==> config.mk <==
export PLATFORM = sky130hd
export DESIGN_NAME = rn_req_ctrl_flat
export DESIGN_NICKNAME = d
export VERILOG_FILES = /design/src/rtl/rn_req_ctrl_pkg.sv /design/src/rtl/rn_req_ctrl_if.sv /design/src/rtl/rn_req_ctrl_fifo.sv /design/src/rtl/rn_req_ctrl.sv /design/src/flat_wrapper.sv
export SDC_FILE = /design/constraint.sdc
export NUM_CORES = 1
export LEC_CHECK = 0
export ABC_AREA = 0
export ABC_CLOCK_PERIOD_IN_PS = 3600
export CORE_MARGIN = 2
export CORE_UTILIZATION = 45
export DETAILED_ROUTE_END_ITERATION = 16
export GPL_ROUTABILITY_DRIVEN = 0
export PLACE_DENSITY = 0.73
export SYNTH_ARGS = -nofsm -noshare
export SYNTH_HDL_FRONTEND = slang
export SYNTH_SLANG_ARGS = --single-unit
==> constraint.sdc <==
create_clock -name clk -period 3.6 [get_ports clk]
set_clock_uncertainty 0.1 [all_clocks]
set_input_delay 0.72 -clock clk [delete_from_list [all_inputs] [get_ports clk]]
set_output_delay 0.72 -clock clk [all_outputs]
set_load 0.01 [all_outputs]
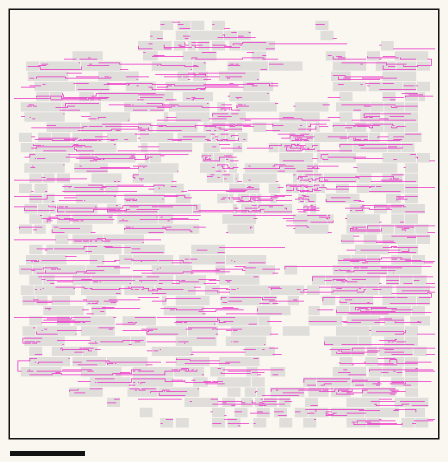
**Above:** run 1 (metal 1).
Bar = 20 um.
- main direction: horizontal
- nets with wire on the layer: 439
- longest straight run: 39.1 um
- wire length on this layer: 4800 um
- share of all routed wire: 44%
total wire length after detailed routing: 10.95 mm
number of vias in the routed layout: 3101
met1 capacity usage during global routing: 0.2336

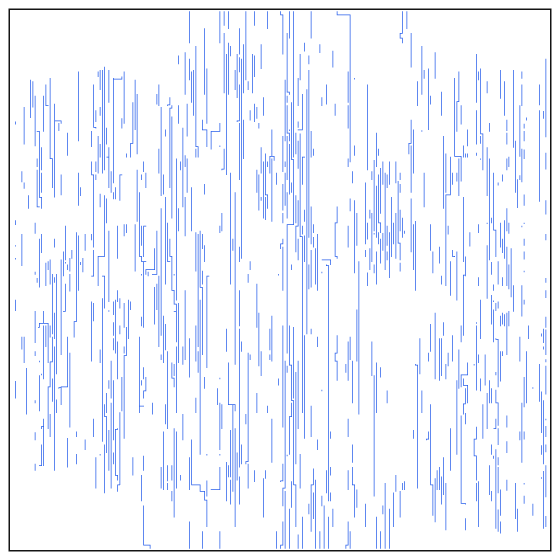
**Above:** run 1 (M2 wires).
- share of all routed wire: 47%
- main direction: vertical
- longest straight run: 51.7 um
- nets with wire on the layer: 471
met2 demand-to-capacity share in global routing: 0.2798

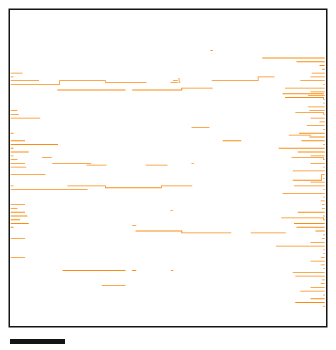
**Above:** run 1 (met3 routing).
Bar = 20 um.
- main direction: horizontal
- wire length on this layer: 866 um
- nets with wire on the layer: 106
met3 Usage GRT: 0.07941

==> run notes, run 1 <==
Implementation summary

For reference, the top cells by area after synthesis are sky130_fd_sc_hd__edfxtp_1 (40%), sky130_fd_sc_hd__dfrtp_1 (30%), sky130_fd_sc_hd__mux2_4 (7.7%), sky130_fd_sc_hd__mux4_2 (7.4%), sky130_fd_sc_hd__mux2_2 (4.5%). In this run the mean area of a mapped cell was about 19 um^2. The maximum number of pins on one net before global-route repair is 36. The dominant register cell is sky130_fd_sc_hd__edfxtp_1.

The multiplexer share of the synthesized area is 0.1981. The tree is rooted in a sky130_fd_sc_hd__clkbuf_16. The setup TNS is 0 ns. The worst slew slack as a fraction of its limit is 0.3517. The uppermost metal layer occupied by signal nets is met4. The layout stage reports a final design area of between 7000 and 8000 um^2. Counting endpoints that fail hold in the final report gives 0. The first-pass iteration count of the detailed router is 4. STA classifies the critical path startpoint as a flop. Note that the worst hold path type here is in -> async. The run reported a max-capacitance violation count of 0. The flow ran to the end, and the final reports show no timing, DRC or antenna violations. The buffers inserted during post-CTS setup optimization is 0. The count of instantiated cells in the yosys netlist is just under 300. The post-detailed-route via-to-cell ratio is slightly above 5. The core footprint is approximately 12000 um^2.

The synthesized netlist occupies a cell area of approximately 5500 um^2. In this run the deepest clock path goes through 2 buffers. The quantity of hold-fixing buffers added after cts is 0. Derived from the worst setup path, the maximum achievable clock frequency is between 400 and 500 MHz.

The number of global-route vias before repair came to roughly 3200. The first global-routing pass estimated ~17 mm of wire. The critical path in this run is classified as reg -> out.

The final antenna diode count is 0. The post-detailed-route DRC marker count is 0. The reg2reg setup slack is 1.19 ns. The report lists the number of standard-cell rows as around 40. In this run, the synthesized area fraction spent on AND-OR/OR-AND gates is recorded as 0.009607. The count of synthesis-stage warnings from yosys is 0.

The clock latency of the later-clocked register in the worst-skew pair is between 0.4 and 0.5 ns. The average routed wire per standard cell is approximately 18 um. The worst setup path is captured at an output port. The worst-margin pin slew is between 0.9 and 1 ns.

Yosys shows that the main logic family after synthesis is multiplexers. Sorting the synthesized cells by how often they occur yields sky130_fd_sc_hd__edfxtp_1 (72), sky130_fd_sc_hd__dfrtp_1 (65), sky130_fd_sc_hd__mux2_4 (28). The largest total area in the synthesized netlist belongs to sky130_fd_sc_hd__edfxtp_1. The share of the core area taken by cells at floorplan is 0.4573.

For this run, asynchronously set or reset flops after synthesis account for 0.4745. Of the post-synthesis cell area, the dominant cell type holds 0.3952. The maximum vdd drop is about 0.00050 V.
==> run 1: where the power goes <==
part	switching [uW]	leakage (uW)	internal, uW
combinational	905	0.00123	1450
clock	631	0.000298	1150
sequential	372	0.00143	2220
total	1910	0.00296	4810
==> run 1: per-stage QoR <==
stage                     total power [uW]  utilization  setup WS, ns  std cells  hold slack [ns]
after floorplan                       3926            -         1.257        294           0.3244
after global placement                4918       0.5791        0.8464        565           0.3795
after detailed placement              4993       0.5791        0.8418        565           0.3902
after CTS                             6805       0.6305         1.098        597           0.3658
after global routing                  7080       0.6305         1.000        597           0.3901
final                                 6721       0.6305         1.111        597           0.3347
==> run 1: metal layers <==
metal / up-vias / track usage
li1: 1389 / -
met1: 1562 / 0.2336
met2: 135 / 0.2798
met3: 15 / 0.07941
met4: 0 / 0.04715
met5: - / 0
==> run 1: cells in the final DEF, fill, tap and decap left out, types with 2 or more instances in the layout <==
cell,netlist,routed
sky130_fd_sc_hd__nor2_1,4,4
sky130_fd_sc_hd__clkbuf_16,0,17
sky130_fd_sc_hd__o21ai_0,3,3
sky130_fd_sc_hd__mux2_4,28,28
sky130_fd_sc_hd__clkinv_4,0,3
sky130_fd_sc_hd__mux2_2,22,22
sky130_fd_sc_hd__clkbuf_8,0,3
sky130_fd_sc_hd__clkbuf_1,2,2
sky130_fd_sc_hd__nand4_1,3,3
sky130_fd_sc_hd__edfxtp_1,72,72
sky130_fd_sc_hd__nor3_1,5,5
sky130_fd_sc_hd__nand2_1,6,6
sky130_fd_sc_hd__inv_2,2,2
sky130_fd_sc_hd__nor4_1,3,2
sky130_fd_sc_hd__ha_1,5,5
sky130_fd_sc_hd__mux4_2,18,18
sky130_fd_sc_hd__dfrtp_1,65,65
sky130_fd_sc_hd__clkdlybuf4s50_1,0,127
sky130_fd_sc_hd__xor2_1,7,7
sky130_fd_sc_hd__xnor2_1,15,15
sky130_fd_sc_hd__bufinv_16,0,3
sky130_fd_sc_hd__nand3_1,2,2
sky130_fd_sc_hd__and3_1,4,4
sky130_fd_sc_hd__buf_4,1,7
sky130_fd_sc_hd__inv_1,8,8
sky130_fd_sc_hd__a21oi_1,3,3
==> run 1: cells by family after synthesis <==
family,Yosys count
AND/OR/NAND/NOR,29
buffers and inverters,22
AND-OR/OR-AND,9
flip-flops,137
XOR/XNOR,22
multiplexers,69
adder cells (fa/ha/maj),6
==> run 1: final cells by class <==
| type | count | area, um^2 |
|---|---|---|
| fill | 876 | 4419 |
| clock buffer | 22 | 474.2 |
| multi-input combinational | 135 | 1568 |
| timing repair buffer | 136 | 1349 |
| sequential | 137 | 3789 |
| inverter | 10 | 37.54 |
| clock inverter | 10 | 141.4 |
| tap | 147 | 183.9 |
==> run 1: worst max-delay path, cell delays in order (launching register included) <==
cell                              delay [ns]
sky130_fd_sc_hd__dfrtp_1                0.40
sky130_fd_sc_hd__inv_1                  0.11
sky130_fd_sc_hd__nand3_1                0.19
sky130_fd_sc_hd__clkdlybuf4s50_1        0.56
**Run 1: clock wiring as the flow saved it**

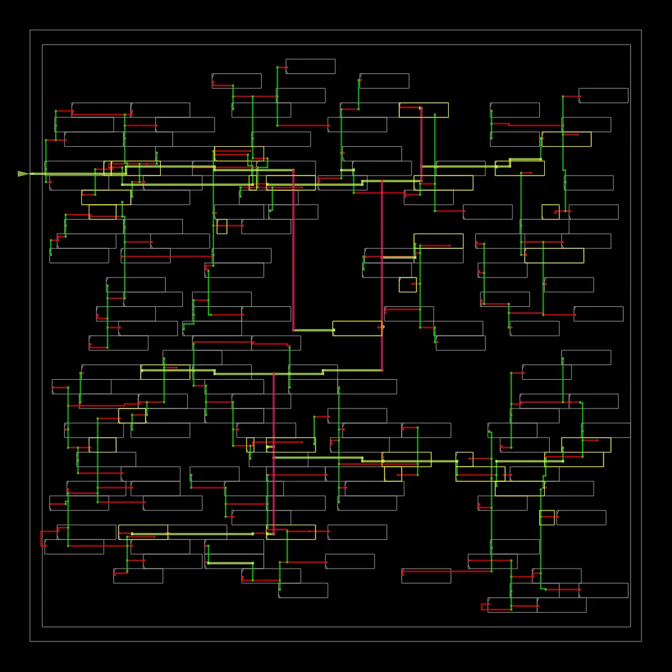

==> run 1 -> run 2 <==
--- a/config.mk
+++ b/config.mk
@@ -6,7 +6,7 @@
 export NUM_CORES = 1
 export LEC_CHECK = 0
 export ABC_AREA = 0
-export ABC_CLOCK_PERIOD_IN_PS = 3600
+export ABC_CLOCK_PERIOD_IN_PS = 2350
 export CORE_MARGIN = 2
 export CORE_UTILIZATION = 45
 export DETAILED_ROUTE_END_ITERATION = 16
==> constraint.sdc (replaced) <==
create_clock -name clk -period 2.35 [get_ports clk]
set_clock_uncertainty 0.1 [all_clocks]
set_input_delay 0.47 -clock clk [delete_from_list [all_inputs] [get_ports clk]]
set_output_delay 0.47 -clock clk [all_outputs]
set_load 0.01 [all_outputs]
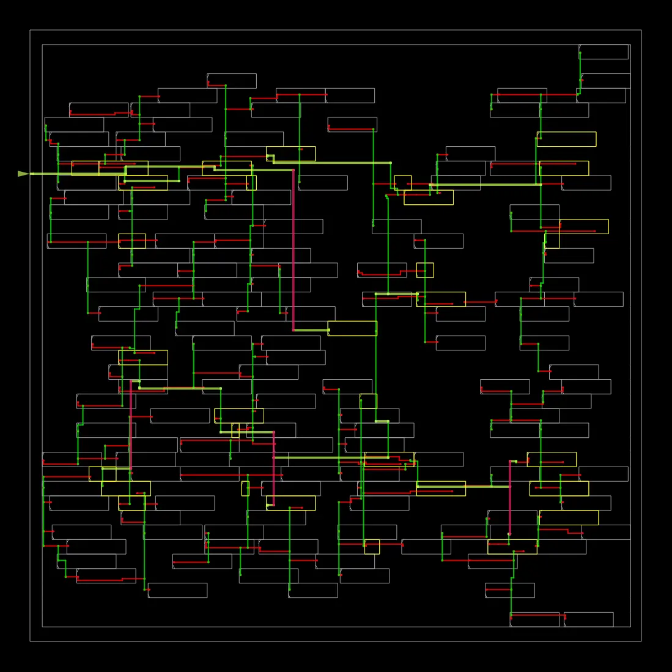
**Above:** run 2 (clock wiring as the flow saved it).
count of flip-flops and latches: 137
clock latency reported for the late side of the worst-skew pair: 0.42 ns
CTS Sinks: 137
clock distribution power: 2770 uW
clock buf count: 23

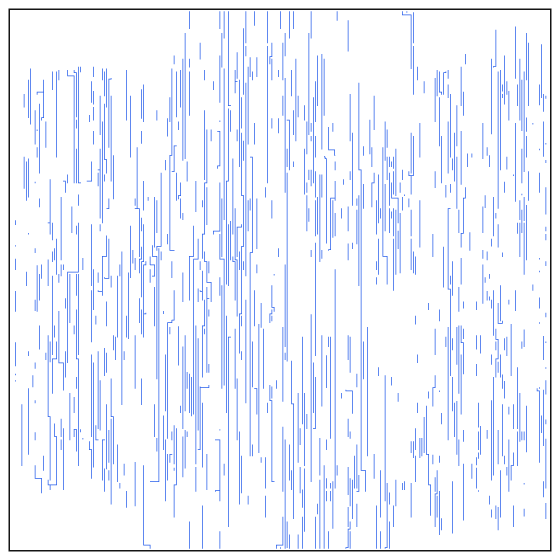
**Above:** run 2 (M2 wires).
- wire length on this layer: 5650 um
- share of all routed wire: 49%
number of vias in the routed layout: 3154
total wire length after detailed routing: 11.44 mm
met2 demand-to-capacity share in global routing: 0.3083

==> run 2 against run 1 <==
  * First-iteration DRC count shrank 6.4%
  * Hold slack gained 0.077 ns
  * Cell count increased by 1.3%
  * Final area rose by 1.9%
  * Core utilization grew 1.2 points
  * Global-route usage rose by 0.79 points
  * Synthesized area stayed put
==> run notes, run 2 <==
Implementation summary

The floorplan step records an initial core utilization of 0.4573. The number of global-route vias before repair is approximately 3400. On the critical path the largest part of the delay comes from buffers and inverters. Per the synthesis report, the AND-OR/OR-AND share of the synthesized area is 0.009607. The flow ran to the end, and the final reports show no timing, DRC or antenna violations. The layer carrying the most global-route usage is met2.

After floorplanning, the core was divided into 40 placement rows. The top cell types in the final layout, fill and taps aside, are sky130_fd_sc_hd__clkdlybuf4s50_1 (127), sky130_fd_sc_hd__edfxtp_1 (72), sky130_fd_sc_hd__dfrtp_1 (65). The top cell type in the final layout, fill and taps aside, is sky130_fd_sc_hd__clkdlybuf4s50_1. The floorplan step defined a core boundary enclosing roughly 12000 um^2. The reg2reg setup slack is about 0.18 ns. In this run the maximum-capacitance check reported violations numbering 0.

The worst slew slack as a fraction of its limit is 0.6962. The pre-antenna-repair detailed-routing pass consisted of 5 iterations. For this run, the number of standard cells in the final layout without fillers is roughly 610.

The number of cells reported by Yosys stat comes to between 200 and 300. The buffers inserted during post-CTS setup optimization is 0. The multiplexer share of the synthesized area is 0.1981. Of the post-synthesis cell area, the dominant cell type holds 0.3952. The cell at the root of the clock tree is sky130_fd_sc_hd__clkbuf_16.

The dominant register cell is sky130_fd_sc_hd__edfxtp_1. The worst setup path is captured at an output port. The quantity of hold-fixing buffers added after cts is 1. The async set-reset flop share out of synthesis is 0.4745. Yosys reports that the most numerous cell types are sky130_fd_sc_hd__edfxtp_1 (72), sky130_fd_sc_hd__dfrtp_1 (65), sky130_fd_sc_hd__mux2_4 (28). Among the non-sequential cells, multiplexers take the most area.

In this run the worst hold path is classified as reg -> reg. The final antenna diode tally reported by the flow is 0. In this run the VDD rail shows a maximum IR drop of ~0.0011 V.

The cell type that accounts for the most area after synthesis is sky130_fd_sc_hd__edfxtp_1. The type of the worst setup path is reg -> out. For this run, the slowest stage of the critical path takes about 0.58 ns. The post-route utilization of the core is recorded as 0.6428.

The highest achievable clock rate is 454.4 MHz. In this run the deepest clock path goes through 2 buffers. The number of buffers and inverters on the critical path is 2. Listed in order, past its start point the critical path passes inv_1, nand3_1, clkdlybuf4s50_1. The final hold violation count recorded for this run is 0. The startpoint type of the worst setup path is a flop.

In the global route stage, met3 resource usage came out at 0.06935. On met1, the global router reports a usage of 0.2364. The first global-routing pass estimated around 18 mm of wire.
run 2: cell types whose count changed in the layout (fill, tap and decap cells not counted):
cell,delta
sky130_fd_sc_hd__clkinvlp_4,+1
sky130_fd_sc_hd__inv_6,+1
sky130_fd_sc_hd__clkinv_4,-2
sky130_fd_sc_hd__buf_4,+1
sky130_fd_sc_hd__clkbuf_8,+1
sky130_fd_sc_hd__dlygate4sd3_1,+1
sky130_fd_sc_hd__clkinv_1,-1
sky130_fd_sc_hd__buf_12,+6
run 2: layout make-up:
class / count / area, um^2 / share of cell area
clock buffer: 23 / 488.0 / 0.06347
inverter: 10 / 37.54 / 0.004882
multi-input combinational: 135 / 1568 / 0.2039
tap: 147 / 183.9 / 0.02392
timing repair buffer: 144 / 1486 / 0.1933
clock inverter: 9 / 136.4 / 0.01774
sequential: 137 / 3789 / 0.4928
run 2: kinds of logic after synthesis:
logic type      count (synthesis)
simple gates                   29
compound gates                  9
xor+xnor                       22
fa+ha+maj                       6
buf+inv                        22
mux                            69
flops                         137
run 2: stage by stage:
stage          setup TNS, ns  cell area (um^2)  setup WS [ns]
2_1_floorplan              0              5470       0.006538
3_3_place_gp         -0.5930              7054       -0.02303
3_5_place_dp         -0.7463              7054       -0.03022
4_1_cts                    0              7689         0.1297
5_1_grt                    0              7689        0.03247
6_report                   0              7689         0.1494
run 2: power by group:
group / internal, uW / switching, uW / total, uW
clock: 1790 / 982 / 2770
sequential: 3400 / 530 / 3930
combinational: 2340 / 1470 / 3810
total: 7520 / 2990 / 10500
run 2: routing by layer:
metal,vias up,share of wire
met5,-,0
met4,0,0.0064
met3,10,0.068
met2,122,0.49
met1,1611,0.43
li1,1411,-
No activity file was given, so power comes from the tool's default toggle rates.
